Figure 1. Signal wires on met3 (run 1).
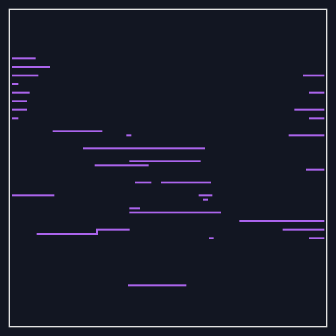
Figure 2. Nets reached from selected ports (run 1).
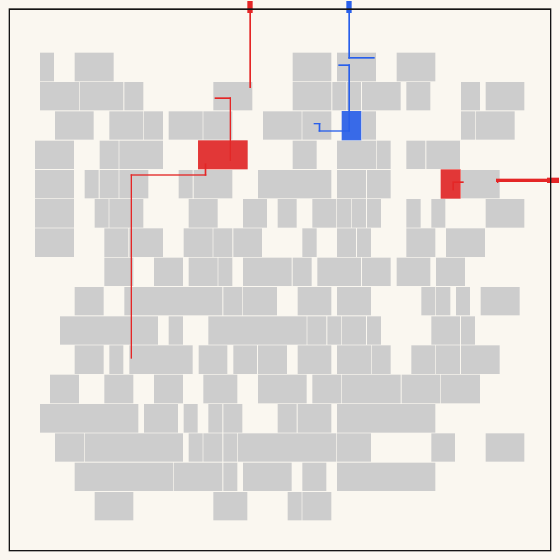
Figure 3. Placement view (run 1).
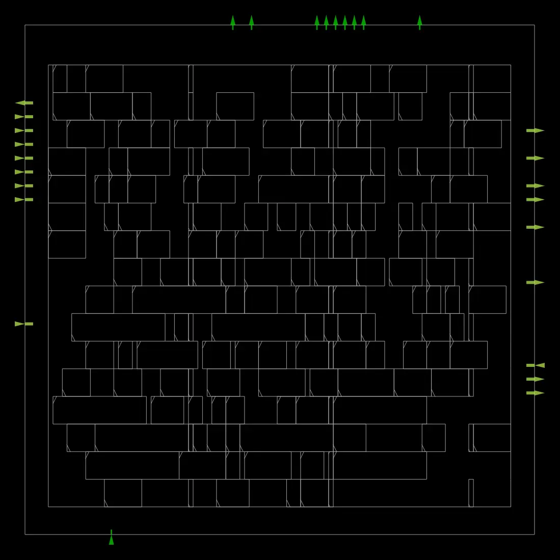
## src/rtl/multicycle_control.sv

```systemverilog
// ============================================================================
// multicycle_control : main sequencing FSM of a multicycle RV32I datapath
// Revision 1.0 - initial release
// ============================================================================
`default_nettype none

module multicycle_control #(
  parameter int MEM_TIMEOUT = 15
) (
  input  logic       clk,
  input  logic       rst_n,
  input  logic [6:0] opcode,
  input  logic       mem_ready,
  output logic       pc_write,
  output logic       ir_write,
  output logic       adr_src,
  output logic       mem_read,
  output logic       mem_write,
  output logic       reg_write,
  output logic [1:0] alu_src_a,
  output logic [1:0] alu_src_b,
  output logic [2:0] alu_op,
  output logic [1:0] result_src,
  output logic       retire,
  output logic       fault,
  output logic       fault_cause
);

  localparam int CNT_W = (MEM_TIMEOUT > 0) ? $clog2(MEM_TIMEOUT + 1) : 1;
  localparam logic [CNT_W-1:0] WAIT_LAST = CNT_W'((MEM_TIMEOUT > 0) ? MEM_TIMEOUT - 1 : 0);

  localparam logic [6:0] OP_LOAD  = 7'b0000011;
  localparam logic [6:0] OP_STORE = 7'b0100011;
  localparam logic [6:0] OP_R     = 7'b0110011;
  localparam logic [6:0] OP_I     = 7'b0010011;
  localparam logic [6:0] OP_JAL   = 7'b1101111;

  localparam logic [1:0] SRC_A_PC    = 2'b00;
  localparam logic [1:0] SRC_A_OLDPC = 2'b01;
  localparam logic [1:0] SRC_A_RS1   = 2'b10;
  localparam logic [1:0] SRC_B_RS2   = 2'b00;
  localparam logic [1:0] SRC_B_IMM   = 2'b01;
  localparam logic [1:0] SRC_B_FOUR  = 2'b10;
  localparam logic [2:0] ALU_JUMP    = 3'b000;
  localparam logic [2:0] ALU_OPIMM   = 3'b001;
  localparam logic [2:0] ALU_ADD     = 3'b010;
  localparam logic [2:0] ALU_RTYPE   = 3'b100;
  localparam logic [1:0] RES_ALUOUT  = 2'b00;
  localparam logic [1:0] RES_MEM     = 2'b01;

  typedef enum logic [3:0] {
    S_RESET   = 4'd0,
    S_FETCH   = 4'd1,
    S_DECODE  = 4'd2,
    S_MEM_ADR = 4'd3,
    S_MEM_RD  = 4'd4,
    S_MEM_WB  = 4'd5,
    S_MEM_WR  = 4'd6,
    S_EXEC_R  = 4'd7,
    S_EXEC_I  = 4'd8,
    S_ALU_WB  = 4'd9,
    S_JAL     = 4'd10,
    S_FAULT   = 4'd11
  } state_t;

  state_t             state;
  state_t             state_nxt;
  logic [CNT_W-1:0]   wait_cnt;
  logic               cause;
  logic               waiting;
  logic               timeout;

  // A ready in the limit cycle still completes normally: timeout requires !mem_ready.
  always_comb begin
    waiting = (state == S_FETCH) || (state == S_MEM_RD) || (state == S_MEM_WR);
    timeout = (MEM_TIMEOUT != 0) && waiting && !mem_ready && (wait_cnt == WAIT_LAST);
  end

  always_comb begin
    state_nxt = state;
    case (state)
      S_RESET:   state_nxt = S_FETCH;
      S_FETCH: begin
        if (mem_ready)    state_nxt = S_DECODE;
        else if (timeout) state_nxt = S_FAULT;
      end
      S_DECODE: begin
        case (opcode)
          OP_LOAD, OP_STORE: state_nxt = S_MEM_ADR;
          OP_R:              state_nxt = S_EXEC_R;
          OP_I:              state_nxt = S_EXEC_I;
          OP_JAL:            state_nxt = S_JAL;
          default:           state_nxt = S_FAULT;
        endcase
      end
      S_MEM_ADR: state_nxt = (opcode == OP_LOAD) ? S_MEM_RD : S_MEM_WR;
      S_MEM_RD: begin
        if (mem_ready)    state_nxt = S_MEM_WB;
        else if (timeout) state_nxt = S_FAULT;
      end
      S_MEM_WB:  state_nxt = S_FETCH;
      S_MEM_WR: begin
        if (mem_ready)    state_nxt = S_FETCH;
        else if (timeout) state_nxt = S_FAULT;
      end
      S_EXEC_R:  state_nxt = S_ALU_WB;
      S_EXEC_I:  state_nxt = S_ALU_WB;
      S_ALU_WB:  state_nxt = S_FETCH;
      S_JAL:     state_nxt = S_ALU_WB;
      S_FAULT:   state_nxt = S_FAULT;
      default:   state_nxt = S_FAULT;
    endcase
  end

  always_ff @(posedge clk or negedge rst_n) begin
    if (!rst_n) begin
      state    <= S_RESET;
      wait_cnt <= '0;
      cause    <= 1'b0;
    end else begin
      state <= state_nxt;
      // Any state change clears the counter, so each wait state starts from zero on entry.
      if (state_nxt != state)
        wait_cnt <= '0;
      else if (waiting && !mem_ready)
        wait_cnt <= wait_cnt + 1'b1;
      if ((state_nxt == S_FAULT) && (state != S_FAULT))
        cause <= timeout;
    end
  end

  // Outputs depend on the state register; only the completion strobes qualify with mem_ready.
  always_comb begin
    pc_write    = 1'b0;
    ir_write    = 1'b0;
    adr_src     = 1'b0;
    mem_read    = 1'b0;
    mem_write   = 1'b0;
    reg_write   = 1'b0;
    alu_src_a   = SRC_A_PC;
    alu_src_b   = SRC_B_RS2;
    alu_op      = ALU_JUMP;
    result_src  = RES_ALUOUT;
    retire      = 1'b0;
    fault       = 1'b0;
    fault_cause = 1'b0;
    case (state)
      S_FETCH: begin
        mem_read  = 1'b1;
        alu_src_a = SRC_A_PC;
        alu_src_b = SRC_B_FOUR;
        alu_op    = ALU_ADD;
        ir_write  = mem_ready;
        pc_write  = mem_ready;
      end
      S_DECODE: begin
        alu_src_a = SRC_A_OLDPC;
        alu_src_b = SRC_B_IMM;
        alu_op    = ALU_ADD;
      end
      S_MEM_ADR: begin
        alu_src_a = SRC_A_RS1;
        alu_src_b = SRC_B_IMM;
        alu_op    = ALU_ADD;
      end
      S_MEM_RD: begin
        adr_src  = 1'b1;
        mem_read = 1'b1;
      end
      S_MEM_WB: begin
        result_src = RES_MEM;
        reg_write  = 1'b1;
        retire     = 1'b1;
      end
      S_MEM_WR: begin
        adr_src   = 1'b1;
        mem_write = 1'b1;
        retire    = mem_ready;
      end
      S_EXEC_R: begin
        alu_src_a = SRC_A_RS1;
        alu_src_b = SRC_B_RS2;
        alu_op    = ALU_RTYPE;
      end
      S_EXEC_I: begin
        alu_src_a = SRC_A_RS1;
        alu_src_b = SRC_B_IMM;
        alu_op    = ALU_OPIMM;
      end
      S_ALU_WB: begin
        result_src = RES_ALUOUT;
        reg_write  = 1'b1;
        retire     = 1'b1;
      end
      S_JAL: begin
        alu_src_a  = SRC_A_OLDPC;
        alu_src_b  = SRC_B_FOUR;
        alu_op     = ALU_JUMP;
        result_src = RES_ALUOUT;
        pc_write   = 1'b1;
      end
      S_FAULT: begin
        fault       = 1'b1;
        fault_cause = cause;
      end
      default: ;
    endcase
  end

endmodule

`default_nettype wire

```

## config.mk

```make
export PLATFORM = sky130hd
export DESIGN_NAME = multicycle_control
export DESIGN_NICKNAME = d
export VERILOG_FILES = /design/src/rtl/multicycle_control.sv
export SDC_FILE = /design/constraint.sdc
export NUM_CORES = 1
export LEC_CHECK = 0
export CORE_MARGIN = 2
export CORE_UTILIZATION = 47
export DETAILED_ROUTE_END_ITERATION = 6
export PLACE_DENSITY_LB_ADDON = 0.05
export SKIP_CTS_REPAIR_TIMING = 1
export SLEW_MARGIN = 10
export SYNTH_ARGS = -nofsm -noshare
export SYNTH_HDL_FRONTEND = slang
export SYNTH_SLANG_ARGS = --single-unit
```

## constraint.sdc

```tcl
create_clock -name clk -period 2.5 [get_ports clk]
set_input_delay 0.25 -clock clk [delete_from_list [all_inputs] [get_ports clk]]
set_output_delay 0.25 -clock clk [all_outputs]
set_load 0.01 [all_outputs]
```

==> CHANGELOG.md, run 1 <==
### Physical design

- Signal buffers: 31
- FMAX: 435 MHz
- Yosys cell count: 123
- Die Y: 50.2 um
- Final WS setup: 199 ps
- RR Startpoint: state[0]
- Comb pwr share: 10.7%
- Drt wl/cell: 14.7 um
- IO buf count: 26
- Clk buf depth: 2
- Max Cap Violations: 0
- Async SR Flop Fraction: 100%
- Area growth, synth to finish: 27.5%
- WP data arrival: 2050 ps
- Sw frac: 23.7%
- Top-count cell post-synth: nor2_1
- Non-clk invs: 6
- CP endpoint kind: output port
- Setup TNS Final: 0 ps
- Syn Nets: 135
- Antenna violations before repair: 0
- Dominant class by area: multi-input combinational cells
- Dpl cell area: 0.00125 mm2
- Combinational group power: 0.0315 mW
- Gpl congestion: 0.897
- Post-Route WL: 2570 um
- EDFF count, synth: 0
- Multi-input logic portion of the cell area: 52.6%
- Slew @ Worst Pin: 545 ps
- Crit-path max cell delay: 530 ps
- Flop area: 225 um2
- DP Worst Slack: 340 ps
- Post-layout minimum cycle time: 2300 ps
- ANT nets after route: 0
- Power Density: 230 mW/mm2
- Avg Cell Area, Syn: 8.15 um2
- Startpoint types: flip-flop
- Final Core Density: 64.5%
- CP required: 2250 ps
- Status: completed
- CP max-delay cell: clkdlybuf4s50_1
- Flop Count: 9
- Register bit total from synthesis: 9
- Skew-Pair Late Insertion Delay: 280 ps
- Clock root cell: clkbuf_4
- First-pass GRT wire length: 4290 um
- # Taps: 27
- Leak: 0.536 nW
- Most numerous logic cell after layout: clkdlybuf4s50_1
- Slew Limit Fails: 0
- Largest logic family: simple AND/OR/NAND/NOR gates
- Top Consumer: registers
- Fin. Hold Viols: 0
- Multiplexer share of the synthesized area: 0.999%
- CTS tree: yes
- Critical path class: flip-flop to output port
- Tool warnings: 27
- Hold Path Class: input pin to asynchronous set/reset pin
- Clk_skew: 9.10 ps
- Setup-failing EPs final: 0
- Total clock sinks: 9
- DRT Pass-1 Iters: 4
- CP startpoint: state[0]
- Chip area: 0.00252 mm2
- Int Power: 0.224 mW
- Relative slew slack: 63.7%
- Peak supply drop: 215 uV
- Top cells by count, synth: 13 x nor2_1, 10 x nand2_1, 9 x dfrtp_1
- Final instance area: 0.00128 mm2
- XORs/XNORs by Area: 4.37%
- Seq area share: 17.6%
- Yosys warning tally: 0
- Layout net count: 161
- Die width: 50.2 um
- Seq/Total Area, Yosys: 22.5%
- Fin crit share: 92.0%
- CP max FO: 14
- Cell Type Count: 47
- Number of diodes: 0
- Non-filler cells, final: 175
- Most frequent cells in the layout: 26 x clkdlybuf4s50_1, 13 x nor2_1, 10 x nand2_1, 9 x dfrtp_1
- P_sw: 0.0697 mW
- CLK BUF: 4
- Clock transition at path regs: 60 ps
- Adder Area Share: 2.50%
- Vias/cell: 5.86
- Final clock-cell share: 2.06%
- Ratio of cells with drive above 1 in the final layout: 12.2%
- Compound Share, Synth: 29.3%
- Vias in the first global route: 977
- Flip-flop and latch power: 0.146 mW
- All-Layer GR Usage: 22.5%
- Total power: 0.294 mW
- DRC: 0
- Detailed-route via count: 1025
- Fillers: 157
- Worst path cell trace: buf_4 > nor3b_2 > a21o_1 > clkdlybuf4s50_1
- Remaining global-route overflow: 0
- Reg power frac: 49.5%
- MI comb area: 672 um2
- WHS: 268 ps
- Placed insts: 171
- Post-DP HPWL: 1960 um
- CTS Buf Count: 3
- Synth area leader: dfrtp_1
- Yosys Chip Area: 0.00100 mm2
- Comb gates: 98
- Clk power: 0.117 mW
- I/O pin cnt: 28
- RSZ-0062 raised after global routing: no
- Clock share of power: 39.8%
- Initial DRC count: 19
- Simple Share, Synth: 29.5%
- Fp util: 50.6%
- Top cells by area: dfrtp_1 22%, nor2_1 4.9%, buf_6 4.5%
- Post-Syn Area: 0.00100 mm2
- NonClk Buf Share: 23.3%
- Top-area cell share: 22.5%
- Cells after Synth: 123
- Pin count of the biggest net entering global routing: 19
- H-tree levels: 1
- Dominant flop cell: dfrtp_1
## Picture notes: Figure 1
longest straight run = 19.1 um
share of all routed wire = 6.5%
main direction = horizontal

## Picture notes: Figure 2
alu_src_a -> red  # direction output, edge 1 top, 1 right, end cells 2, wire 45.3 um
reg_write -> blue  # direction output, edge top, end cells 1, wire 17.5 um

## Picture notes: Figure 3
row count: 16
CORE AREA: 0.00198 mm2

[run 1: layer usage]
layer	up-vias	track usage [%]	wire length, um
met3	9	6.85	167
met2	38	37.1	1220
li1	503	-	-
met4	0	8.80	51
met1	475	27.3	1140
met5	-	0	0
[run 1: worst max-delay path, delay by kind of cell (launching register included)]
family | cells | cell delay [ps]
compound gates | 1 | 160
simple gates | 1 | 310
flops | 1 | 510
buf+inv | 2 | 790
[run 1: worst paths after layout]
check	to	slack, ps	depth (start not counted)
hold reg to reg	cause	480	1
min in group clk	cause	480	1
setup / recovery	pc_write	200	4
hold / removal	state[1]	270	1
max in group asynchronous	wait_cnt[1]	1940	1
setup reg to reg	wait_cnt[2]	420	6
[run 1: state kept, by name (all words and copies together) (netlist names)]
register	flops
cause	1
state	4
wait_cnt	4
## Run 2: what changed since run 1
--- a/config.mk
+++ b/config.mk
@@ -9,6 +9,7 @@
 export CORE_UTILIZATION = 47
 export DETAILED_ROUTE_END_ITERATION = 6
 export PLACE_DENSITY_LB_ADDON = 0.05
+export SETUP_SLACK_MARGIN = 0.4
 export SKIP_CTS_REPAIR_TIMING = 1
 export SLEW_MARGIN = 10
 export SYNTH_ARGS = -nofsm -noshare
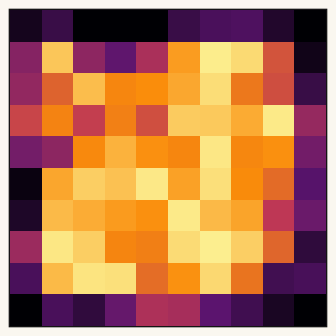
Figure 4: run 2, cell area per tile.
The die is cut into 10 by 10 equal tiles; black is low, pale yellow is high, 0 to 100% covered.
tiles over 75% full = 39%
fullest tile = 96%
densest ninth of the die = center
mean over tiles = 56%
nearly empty tiles = 6.0%

==> CHANGELOG.md, run 2 <==
### Physical design

- Final instance area: 0.00144 mm2
- Clk buf depth: 2
- Post-Syn Area: 0.00100 mm2
- Detailed-route via count: 1078
- FMAX: 456 MHz
- Seq/Total Area, Yosys: 22.5%
- Max Cap Violations: 0
- Fp util: 50.6%
- Power Density: 204 mW/mm2
- Worst path cell trace: buf_4 > inv_1 > nand2_1 > a21oi_1 > a21o_1 > clkdlybuf4s50_1
- Clock root cell: clkbuf_4
- Top Consumer: registers
- Dominant flop cell: dfrtp_1
- Critical path class: flip-flop to output port
- Final Core Density: 72.5%
- Comb pwr share: 10.8%
- Initial DRC count: 12
- Avg Cell Area, Syn: 8.15 um2
- Setup TNS Final: 0 ps
- Crit path buf inv count: 3
- Post-DP HPWL: 1960 um
- Sw frac: 23.5%
- Post-Route WL: 2900 um
- First-pass GRT wire length: 4290 um
- Top-area cell share: 22.5%
- I/O pin cnt: 28
- IO buf count: 26
- Combinational group power: 0.0317 mW
- Drt wl/cell: 15.5 um
- Layout net count: 173
- Met2 Use GR: 37.1%
- Top Registers: state x4, wait_cnt x4, cause x1
- Slew Limit Fails: 0
- Fillers: 143
- RR Startpoint: state[1]
- DRC: 0
- Leak: 0.746 nW
- Post-layout minimum cycle time: 2190 ps
- CP required: 2250 ps
- Chip area: 0.00252 mm2
- Placed insts: 171
- WHS: 277 ps
- Register bit total from synthesis: 9
- Cell Type Count: 47
- Die width: 50.2 um
- MI comb area: 703 um2
- Async SR Flop Fraction: 100%
- P_sw: 0.0688 mW
- Vias/cell: 5.76
- Die Y: 50.2 um
- Syn Nets: 135
- DRT Pass-1 Iters: 4
- All-Layer GR Usage: 22.5%
- CTS Buf Count: 3
- CTS tree: yes
- Flop area: 230 um2
- Ratio of cells with drive above 1 in the final layout: 25.0%
- Multiplexer share of the synthesized area: 0.999%
- Non-filler cells, final: 187
- Top routing layer used: met4
- Setup-failing EPs final: 0
- Yosys cell count: 123
- Synth area leader: dfrtp_1
- ANT nets after route: 0
- Wire length on met1: 1230 um
- Status: completed
- CP max FO: 10
- Peak supply drop: 237 uV
- WP data arrival: 1940 ps
- DP Worst Slack: 340 ps
- Crit-path max cell delay: 520 ps
- Final WS setup: 306 ps
- Area growth, synth to finish: 43.3%
- Skew-Pair Late Insertion Delay: 270 ps
==> run 2: worst max-delay path by stage <==
stage	startpoint	end	slack, ps
final	state[3]	retire	310
after global routing	state[3]	retire	230
after CTS	state[0]	pc_write	180
after detailed placement	opcode[6]	wait_cnt[2]	340
after global placement	opcode[6]	cause	340
after floorplan	wait_cnt[0]	wait_cnt[0]	770
==> run 2: final cells by class <==
class                           count  share of cell area [%]
Inverter                            6                    1.57
Tap cell                           27                    2.35
Sequential cell                     9                    16.0
Multi-Input combinational cell     98                    49.0
Clock buffer                        4                    1.83
Timing Repair Buffer               43                    29.3
==> run 2: worst reg2reg max path: stages, from the launching register on <==
cell and delay [ps]:
dfrtp_2 470, clkbuf_4 210, buf_4 150, nor4b_2 240
o21ai_0 130, and3_1 190, a211o_1 340, a211oi_1 210
Power is estimated from default activity; no workload was simulated.
